## src/rtl/kl10pv_if.sv

```systemverilog
// KL10pv front-end diagnostic bus: function code, strobe and EBUS data.
// Bit 0 is the MSB on ds and data, matching the PDP-10 bit numbering.
interface kl10pv_if;
    logic [0:6]  ds;
    logic        diagStrobe;
    logic [0:35] data;

    modport master (output ds, output diagStrobe, output data);
    modport slave  (input ds, input diagStrobe, input data);
endinterface

```

## src/rtl/kl10pv_top.sv

```systemverilog
// KL10pv shell: diag function decoder, CLK-board registers,
// EBOX clock state machine and MHZ16_FREE reference divider.
module kl10pv_top #(
    parameter int MHZ16_DIV  = 3,
    parameter int RESET_HOLD = 8
) (
    input  logic        clk,
    input  logic        CROBAR_N,
    kl10pv_if.slave     diag,
    output logic        MHZ16_FREE,
    output logic        EBOX_CLK_EN,
    output logic        EBOX_RESET,
    output logic [1:0]  SOURCE_SEL,
    output logic [1:0]  RATE_SEL,
    output logic [7:0]  BURST_CNT,
    output logic [10:0] CRAM_DIAG_ADR,
    output logic [3:0]  PAR_CHK_EN,
    output logic        KL_OPCODES_EN,
    output logic [0:35] EBUS_REG,
    output logic        RUNNING
);

    localparam int HW = $clog2(RESET_HOLD + 1);
    localparam int DW = (MHZ16_DIV > 1) ? $clog2(MHZ16_DIV) : 1;
    localparam logic [HW-1:0] HOLD_LAST = HW'(RESET_HOLD - 1);
    localparam logic [DW-1:0] DIV_LAST  = DW'(MHZ16_DIV - 1);
    localparam logic [DW-1:0] DIV_HALF  = DW'(MHZ16_DIV / 2);

    typedef enum logic [1:0] {
        ST_STOP,
        ST_RUN,
        ST_STEP,
        ST_BURST
    } clk_st_t;

    logic [HW-1:0] hold_cnt;
    logic          rst_n;
    logic [DW-1:0] div_cnt;
    logic          mhz_q;
    logic          s_meta;
    logic          s_sync;
    logic          s_prev;
    logic          s_rise;
    logic          pend;
    logic [0:6]    cmd;
    logic [0:35]   cmd_dat;
    logic          ebox_rst;
    logic [7:0]    burst_cnt;
    logic [1:0]    src_sel;
    logic [1:0]    rate_sel;
    logic [3:0]    par_en;
    logic [10:0]   cram_adr;
    logic          kl_op;
    logic [0:35]   ebus;
    clk_st_t       st;
    clk_st_t       st_n;
    logic [7:0]    burst_rem;
    logic [7:0]    burst_rem_n;

    // Internal reset: asserted with the crowbar, released after a hold-off.
    always_ff @(posedge clk or negedge CROBAR_N) begin
        if (!CROBAR_N) begin
            hold_cnt <= '0;
            rst_n    <= 1'b0;
        end else if (!rst_n) begin
            hold_cnt <= hold_cnt + 1'b1;
            rst_n    <= (hold_cnt == HOLD_LAST);
        end
    end

    always_ff @(posedge clk or negedge rst_n) begin
        if (!rst_n) begin
            div_cnt <= '0;
            mhz_q   <= 1'b0;
        end else begin
            div_cnt <= (div_cnt == DIV_LAST) ? '0 : div_cnt + 1'b1;
            mhz_q   <= (div_cnt < DIV_HALF);
        end
    end

    assign s_rise = s_sync & ~s_prev;

    always_ff @(posedge clk or negedge rst_n) begin
        if (!rst_n) begin
            s_meta  <= 1'b0;
            s_sync  <= 1'b0;
            s_prev  <= 1'b0;
            pend    <= 1'b0;
            cmd     <= '0;
            cmd_dat <= '0;
        end else begin
            s_meta <= diag.diagStrobe;
            s_sync <= s_meta;
            s_prev <= s_sync;
            pend   <= s_rise;
            if (s_rise) begin
                cmd     <= diag.ds;
                cmd_dat <= diag.data;
            end
        end
    end

    always_ff @(posedge clk or negedge rst_n) begin
        if (!rst_n) begin
            ebox_rst  <= 1'b1;
            burst_cnt <= '0;
            src_sel   <= '0;
            rate_sel  <= '0;
            par_en    <= '0;
            cram_adr  <= '0;
            kl_op     <= 1'b0;
            ebus      <= '0;
        end else if (pend) begin
            unique case (cmd)
                7'o006: ebox_rst <= 1'b0;
                7'o007: ebox_rst <= 1'b1;
                7'o042: burst_cnt[3:0] <= cmd_dat[32:35];
                7'o043: burst_cnt[7:4] <= cmd_dat[32:35];
                7'o044: begin
                    src_sel  <= cmd_dat[32:33];
                    rate_sel <= cmd_dat[34:35];
                end
                7'o046: par_en <= cmd_dat[32:35];
                7'o051: cram_adr[4:0] <= cmd_dat[31:35];
                7'o052: cram_adr[10:5] <= cmd_dat[30:35];
                7'o067: kl_op <= cmd_dat[35];
                7'o076: ebus <= cmd_dat;
                default: ;
            endcase
        end
    end

    always_ff @(posedge clk or negedge rst_n) begin
        if (!rst_n) begin
            st        <= ST_STOP;
            burst_rem <= '0;
        end else begin
            st        <= st_n;
            burst_rem <= burst_rem_n;
        end
    end

    // Clock commands override the free-running STEP/BURST progression.
    always_comb begin
        st_n        = st;
        burst_rem_n = burst_rem;
        unique case (st)
            ST_STOP: ;
            ST_RUN:  ;
            ST_STEP: st_n = ST_STOP;
            ST_BURST: begin
                burst_rem_n = burst_rem - 8'd1;
                if (burst_rem <= 8'd1) st_n = ST_STOP;
            end
        endcase
        if (pend) begin
            unique case (cmd)
                7'o000: st_n = ST_STOP;
                7'o001: st_n = ST_RUN;
                7'o002: st_n = ST_STEP;
                7'o003: st_n = ST_STEP;
                7'o004: if (!ebox_rst) st_n = ST_STEP;
                7'o005: begin
                    burst_rem_n = burst_cnt;
                    st_n = (burst_cnt == 8'd0) ? ST_STOP : ST_BURST;
                end
                default: ;
            endcase
        end
    end

    assign MHZ16_FREE    = mhz_q;
    assign EBOX_CLK_EN   = (st != ST_STOP);
    assign RUNNING       = (st == ST_RUN) || (st == ST_BURST);
    assign EBOX_RESET    = ebox_rst;
    assign SOURCE_SEL    = src_sel;
    assign RATE_SEL      = rate_sel;
    assign BURST_CNT     = burst_cnt;
    assign CRAM_DIAG_ADR = cram_adr;
    assign PAR_CHK_EN    = par_en;
    assign KL_OPCODES_EN = kl_op;
    assign EBUS_REG      = ebus;

endmodule

```

## src/flat_wrapper.sv

```systemverilog
// flat-port wrapper written by rule: the top's interface ports become plain ports
module kl10pv_top_flat 
#(
    parameter int MHZ16_DIV  = 3,
    parameter int RESET_HOLD = 8
)
  (clk, CROBAR_N, MHZ16_FREE, EBOX_CLK_EN, EBOX_RESET, SOURCE_SEL, RATE_SEL, BURST_CNT, CRAM_DIAG_ADR, PAR_CHK_EN, KL_OPCODES_EN, EBUS_REG, RUNNING, diag_ds, diag_diagStrobe, diag_data);
  kl10pv_if diag_i ();
  input  logic clk;
  input  logic CROBAR_N;
  output logic MHZ16_FREE;
  output logic EBOX_CLK_EN;
  output logic EBOX_RESET;
  output logic [1:0] SOURCE_SEL;
  output logic [1:0] RATE_SEL;
  output logic [7:0] BURST_CNT;
  output logic [10:0] CRAM_DIAG_ADR;
  output logic [3:0] PAR_CHK_EN;
  output logic KL_OPCODES_EN;
  output logic [0:35] EBUS_REG;
  output logic RUNNING;
  input wire logic [$bits(diag_i.ds)-1:0] diag_ds;
  input wire logic [$bits(diag_i.diagStrobe)-1:0] diag_diagStrobe;
  input wire logic [$bits(diag_i.data)-1:0] diag_data;
  assign diag_i.ds = diag_ds;
  assign diag_i.diagStrobe = diag_diagStrobe;
  assign diag_i.data = diag_data;
  kl10pv_top #(.MHZ16_DIV(MHZ16_DIV), .RESET_HOLD(RESET_HOLD)) u_core (.clk(clk), .CROBAR_N(CROBAR_N), .diag(diag_i), .MHZ16_FREE(MHZ16_FREE), .EBOX_CLK_EN(EBOX_CLK_EN), .EBOX_RESET(EBOX_RESET), .SOURCE_SEL(SOURCE_SEL), .RATE_SEL(RATE_SEL), .BURST_CNT(BURST_CNT), .CRAM_DIAG_ADR(CRAM_DIAG_ADR), .PAR_CHK_EN(PAR_CHK_EN), .KL_OPCODES_EN(KL_OPCODES_EN), .EBUS_REG(EBUS_REG), .RUNNING(RUNNING));
endmodule
```

## config.mk

```make
export PLATFORM = sky130hd
export DESIGN_NAME = kl10pv_top_flat
export DESIGN_NICKNAME = d
export VERILOG_FILES = /design/src/rtl/kl10pv_if.sv /design/src/rtl/kl10pv_top.sv /design/src/flat_wrapper.sv
export SDC_FILE = /design/constraint.sdc
export NUM_CORES = 1
export LEC_CHECK = 0
export CAP_MARGIN = 30
export CORE_MARGIN = 8
export CORE_UTILIZATION = 47
export DETAILED_ROUTE_END_ITERATION = 8
export PLACE_DENSITY = 0.73
export SKIP_CTS_REPAIR_TIMING = 1
export SLEW_MARGIN = 0
export SYNTH_ARGS = -nofsm -noshare
export SYNTH_HDL_FRONTEND = slang
export SYNTH_SLANG_ARGS = --single-unit
```

## constraint.sdc

```tcl
create_clock -name clk -period 11.2 [get_ports clk]
set_input_delay 2.24 -clock clk [delete_from_list [all_inputs] [get_ports clk]]
set_output_delay 2.24 -clock clk [all_outputs]
set_load 0.01 [all_outputs]
```

**Cell classes on the final placement**

Drawn at 3 px/um. Fill, decap, tap and diode cells in grey.
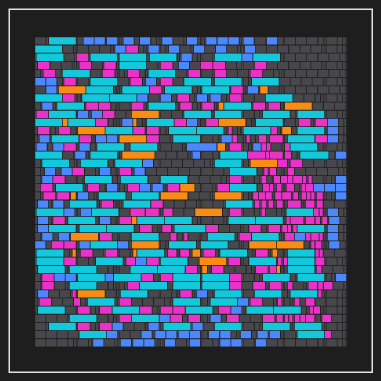
- sequential cells: cyan (cells 129; share of their area 48%)
- remaining buffers and delay cells: blue (cells 117; share of their area 17%)
- clock drivers and dummy loads: orange (cells 32; share of their area 7.7%)
- remaining logic cells: magenta (cells 207; share of their area 27%)

**M2 wires**

Drawn at 3 px/um. Cells faint in the background.
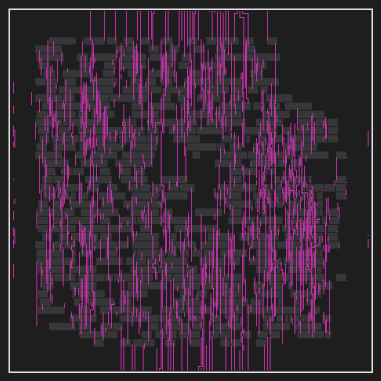
- share of all routed wire: 50%
- main direction: vertical

**Routed clock nets over the placement**

Drawn at 4 px/um.
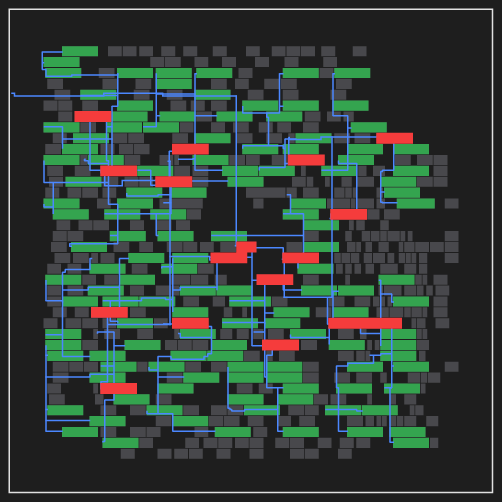
- clock wires: blue (length 1500 um)
- flip-flops: green (count 129)
- clock-net drivers: red (count 17)
- flops lie: widely spread
- routed clock nets: 18

## sequential cells by signal, summed over array words and instances, names as in the netlist, 2 cells and up
signal                cells
u_core.RATE_SEL           2
u_core.BURST_CNT          8
u_core.PAR_CHK_EN         4
u_core.hold_cnt           4
u_core.SOURCE_SEL         2
u_core.EBUS_REG          36
u_core.CRAM_DIAG_ADR     11
u_core.div_cnt            2
u_core.cmd                7
u_core.burst_rem          8
u_core.st                 2
u_core.cmd_dat           36
## cell usage after synthesis, types with 3 or more instances
library cell  count
mux2_2          104
o21ai_0           6
mux2_1            3
nor2b_1           7
buf_2             5
buf_6             3
nand2_1          10
dfrtp_1         128
nor2_1           12
ha_1              3
a21oi_1           7
clkbuf_1          6
nor4_1            4
nand4_1           3
nand3_1           8
xnor2_1           7
inv_1             7
## metal layers
layer	part of all wire	up-vias
li1	-	1486
met1	0.39	1671
met2	0.50	85
met3	0.093	16
met4	0.016	0
met5	0	-
## worst max-delay path, cell delays in order (launching register included)
cell	delay [ns]
dfrtp_1	0.45
or2_2	0.32
clkdlybuf4s50_1	0.48
## through the flow
| step | cells | power, W | instance area (um^2) |
|---|---|---|---|
| after detailed placement | 592 | 0.0007555 | 6387 |
| after floorplan | 350 | 0.0006604 | 5129 |
| after global routing | 625 | 0.001281 | 6935 |
| final | 625 | 0.001226 | 6935 |
| after CTS | 624 | 0.001241 | 6908 |
| after global placement | 592 | 0.0007450 | 6387 |
## cell type report
type,count,share of cell area
well taps,140,0.02526
inverters,7,0.003789
clock buffers,21,0.06188
repair buffers,117,0.1703
flip-flops and latches,129,0.4662
clock inverters,11,0.01317
multi-input cells,200,0.2594
## where the power goes
group | internal (W) | leakage (nW) | switching (W)
clock | 0.000291 | 0.251 | 0.000189
combinational | 0.000108 | 1.20 | 0.0000625
sequential | 0.000526 | 1.59 | 0.0000496
==> impl_results.html <==
<h2>Implementation results</h2>
<table>
<tr><th>Metric</th><th>Value</th></tr>
<tr><th colspan="2">Final timing</th></tr>
<tr><td>Worst-margin pin slew</td><td>0.6241 ns</td></tr>
<tr><td>Unrepaired setup endpoints after global routing</td><td>no</td></tr>
<tr><td>Post-Route Skew</td><td>0.01188 ns</td></tr>
<tr><td>Final tally of max-slew violations</td><td>0</td></tr>
<tr><td>Final hold viol count</td><td>0</td></tr>
<tr><td>Tmin final</td><td>about 4.0 ns</td></tr>
<tr><td>Final hold slack</td><td>about 0.35 ns</td></tr>
<tr><td>Total Neg Setup Slack</td><td>0 ns</td></tr>
<tr><td>Final Setup Violations</td><td>0</td></tr>
<tr><td>Least setup slack across all paths after layout</td><td>slightly above 7 ns</td></tr>
<tr><th colspan="2">Job</th></tr>
<tr><td>Max-cap violations</td><td>0</td></tr>
<tr><td>Tool warnings</td><td>27</td></tr>
<tr><th colspan="2">Final layout</th></tr>
<tr><td>Sequential cell area</td><td>between 0.003 and 0.004 mm^2</td></tr>
<tr><td>Area growth syn-to-layout</td><td>35.23%</td></tr>
<tr><td>Count of filler cells inserted in the layout</td><td>about 840</td></tr>
<tr><td>Net count reported at finish</td><td>521</td></tr>
<tr><td>Most frequent logic cell in the layout</td><td>dfrtp_1</td></tr>
<tr><td>Layout cell share with drive strength beyond 1</td><td>0.2969</td></tr>
<tr><td>Fin util</td><td>0.6454</td></tr>
<tr><th colspan="2">Critical path</th></tr>
<tr><td>Critical path class</td><td>reg2out</td></tr>
<tr><td>Endpoint of the worst register-to-register path</td><td>u_core.burst_rem[1]$_DFF_PN0_</td></tr>
<tr><td>Reg2reg start</td><td>u_core.cmd[1]$_DFFE_PN0P_</td></tr>
<tr><td>Critical path fanouts, max</td><td>8</td></tr>
<tr><td>Worst setup slack for register-to-register paths</td><td>between 9 and 10 ns</td></tr>
<tr><td>Depth of the most critical reg-to-reg path</td><td>3</td></tr>
<tr><td>Critical Path Source Type</td><td>register</td></tr>
<tr><td>Req. time, crit path</td><td>~9.0 ns</td></tr>
<tr><td>Endpoint type of the worst setup path</td><td>output port</td></tr>
<tr><th colspan="2">Worst hold path</th></tr>
<tr><td>Worst min-delay path class</td><td>reg2async</td></tr>
<tr><th colspan="2">Placed design</th></tr>
<tr><td>Pre-CTS setup slack</td><td>7.735 ns</td></tr>
<tr><td>Gpl congestion</td><td>~0.79</td></tr>
<tr><td>Half-perimeter wire length after detailed placement</td><td>approximately 7.9 mm</td></tr>
<tr><td>Tally of buffers added on design ports</td><td>around 110</td></tr>
<tr><th colspan="2">Routing</th></tr>
<tr><td>Initial DRC count</td><td>approximately 140</td></tr>
<tr><td>Via count</td><td>3258</td></tr>
<tr><td>Via/cell ratio</td><td>between 5 and 6</td></tr>
<tr><td>Tally of nets with antenna violations remaining after routing</td><td>0</td></tr>
<tr><td>DRT Pass-1 Iters</td><td>4</td></tr>
<tr><td>Average detailed-routed wire length per instance</td><td>~18 um</td></tr>
<tr><th colspan="2">GRT</th></tr>
<tr><td>Pin count of the biggest net entering global routing</td><td>~81</td></tr>
<tr><td>Number of global-route vias before repair</td><td>about 3700</td></tr>
<tr><td>Initial antenna violation count</td><td>0</td></tr>
<tr><td>GRT met3 Usage</td><td>0.08392</td></tr>
<tr><td>Met1 Use GR</td><td>0.1739</td></tr>
<tr><td>Met2 layer usage reported by global route</td><td>0.2654</td></tr>
<tr><td>Grt total ovfl</td><td>0</td></tr>
<tr><th colspan="2">Logic synthesis</th></tr>
<tr><td>Number of warnings printed during yosys synthesis</td><td>0</td></tr>
<tr><td>Fraction of the mapped netlist area in compound gates</td><td>0.02659</td></tr>
<tr><td>Post-synthesis cell area</td><td>around 0.0051 mm^2</td></tr>
<tr><td>Share of cell area taken by muxes after synthesis</td><td>0.2349</td></tr>
<tr><td>Primary flip-flop cell chosen by synthesis mapping</td><td>dfrtp_1</td></tr>
<tr><td>Area contributors post-synth</td><td>dfrtp_1, mux2_2, xnor2_1</td></tr>
<tr><td>Instance tally after logic synthesis</td><td>roughly 350</td></tr>
<tr><td>Post-synth cell types</td><td>37</td></tr>
<tr><td>Yosys stat cell total</td><td>about 350</td></tr>
<tr><td>Area share, top type</td><td>0.6245</td></tr>
<tr><td>Chip area from the yosys synthesis statistics</td><td>a little over 0.005 mm^2</td></tr>
<tr><td>Synthesized net count</td><td>between 300 and 400</td></tr>
<tr><td>Largest area contributor in the netlist</td><td>dfrtp_1</td></tr>
<tr><td>Largest family of logic cells by area</td><td>multiplexers</td></tr>
<tr><td>Basic-gate share of the synthesized area counting and, or, nand and nor cells</td><td>0.06514</td></tr>
<tr><td>Number of enable flip-flop cells</td><td>0</td></tr>
<tr><th colspan="2">CTS</th></tr>
<tr><td>Root Buffer Master</td><td>clkbuf_8</td></tr>
<tr><td>Clk buf depth</td><td>2</td></tr>
<tr><td>Clock transition at the register clock pins on the worst setup and hold paths after CTS</td><td>0.06 ns</td></tr>
<tr><td>Worst-Skew Late Latency</td><td>about 0.51 ns</td></tr>
<tr><td>Deepest level of the CTS H-tree</td><td>4</td></tr>
<tr><td>CTS Buf Count</td><td>17</td></tr>
<tr><td>Num Clock Sinks</td><td>129</td></tr>
<tr><th colspan="2">Floorplanning</th></tr>
<tr><td>Die Wd</td><td>~120 um</td></tr>
<tr><td>Total die area</td><td>around 0.015 mm^2</td></tr>
<tr><td>Rows</td><td>38</td></tr>
<tr><td>Die Y-Extent</td><td>approximately 120 um</td></tr>
<tr><th colspan="2">Power</th></tr>
<tr><td>PwrDens</td><td>176.8 mW/mm^2</td></tr>
<tr><td>Leakage power total</td><td>about 3.0 nW</td></tr>
<tr><td>Worst vdd ir</td><td>around 0.13 mV</td></tr>
<tr><th colspan="2">Run status</th></tr>
<tr><td>Result of the run</td><td>finished, final reports clean</td></tr>
</table>
Power figures rest on the tool's default switching activity, not on a simulated workload.
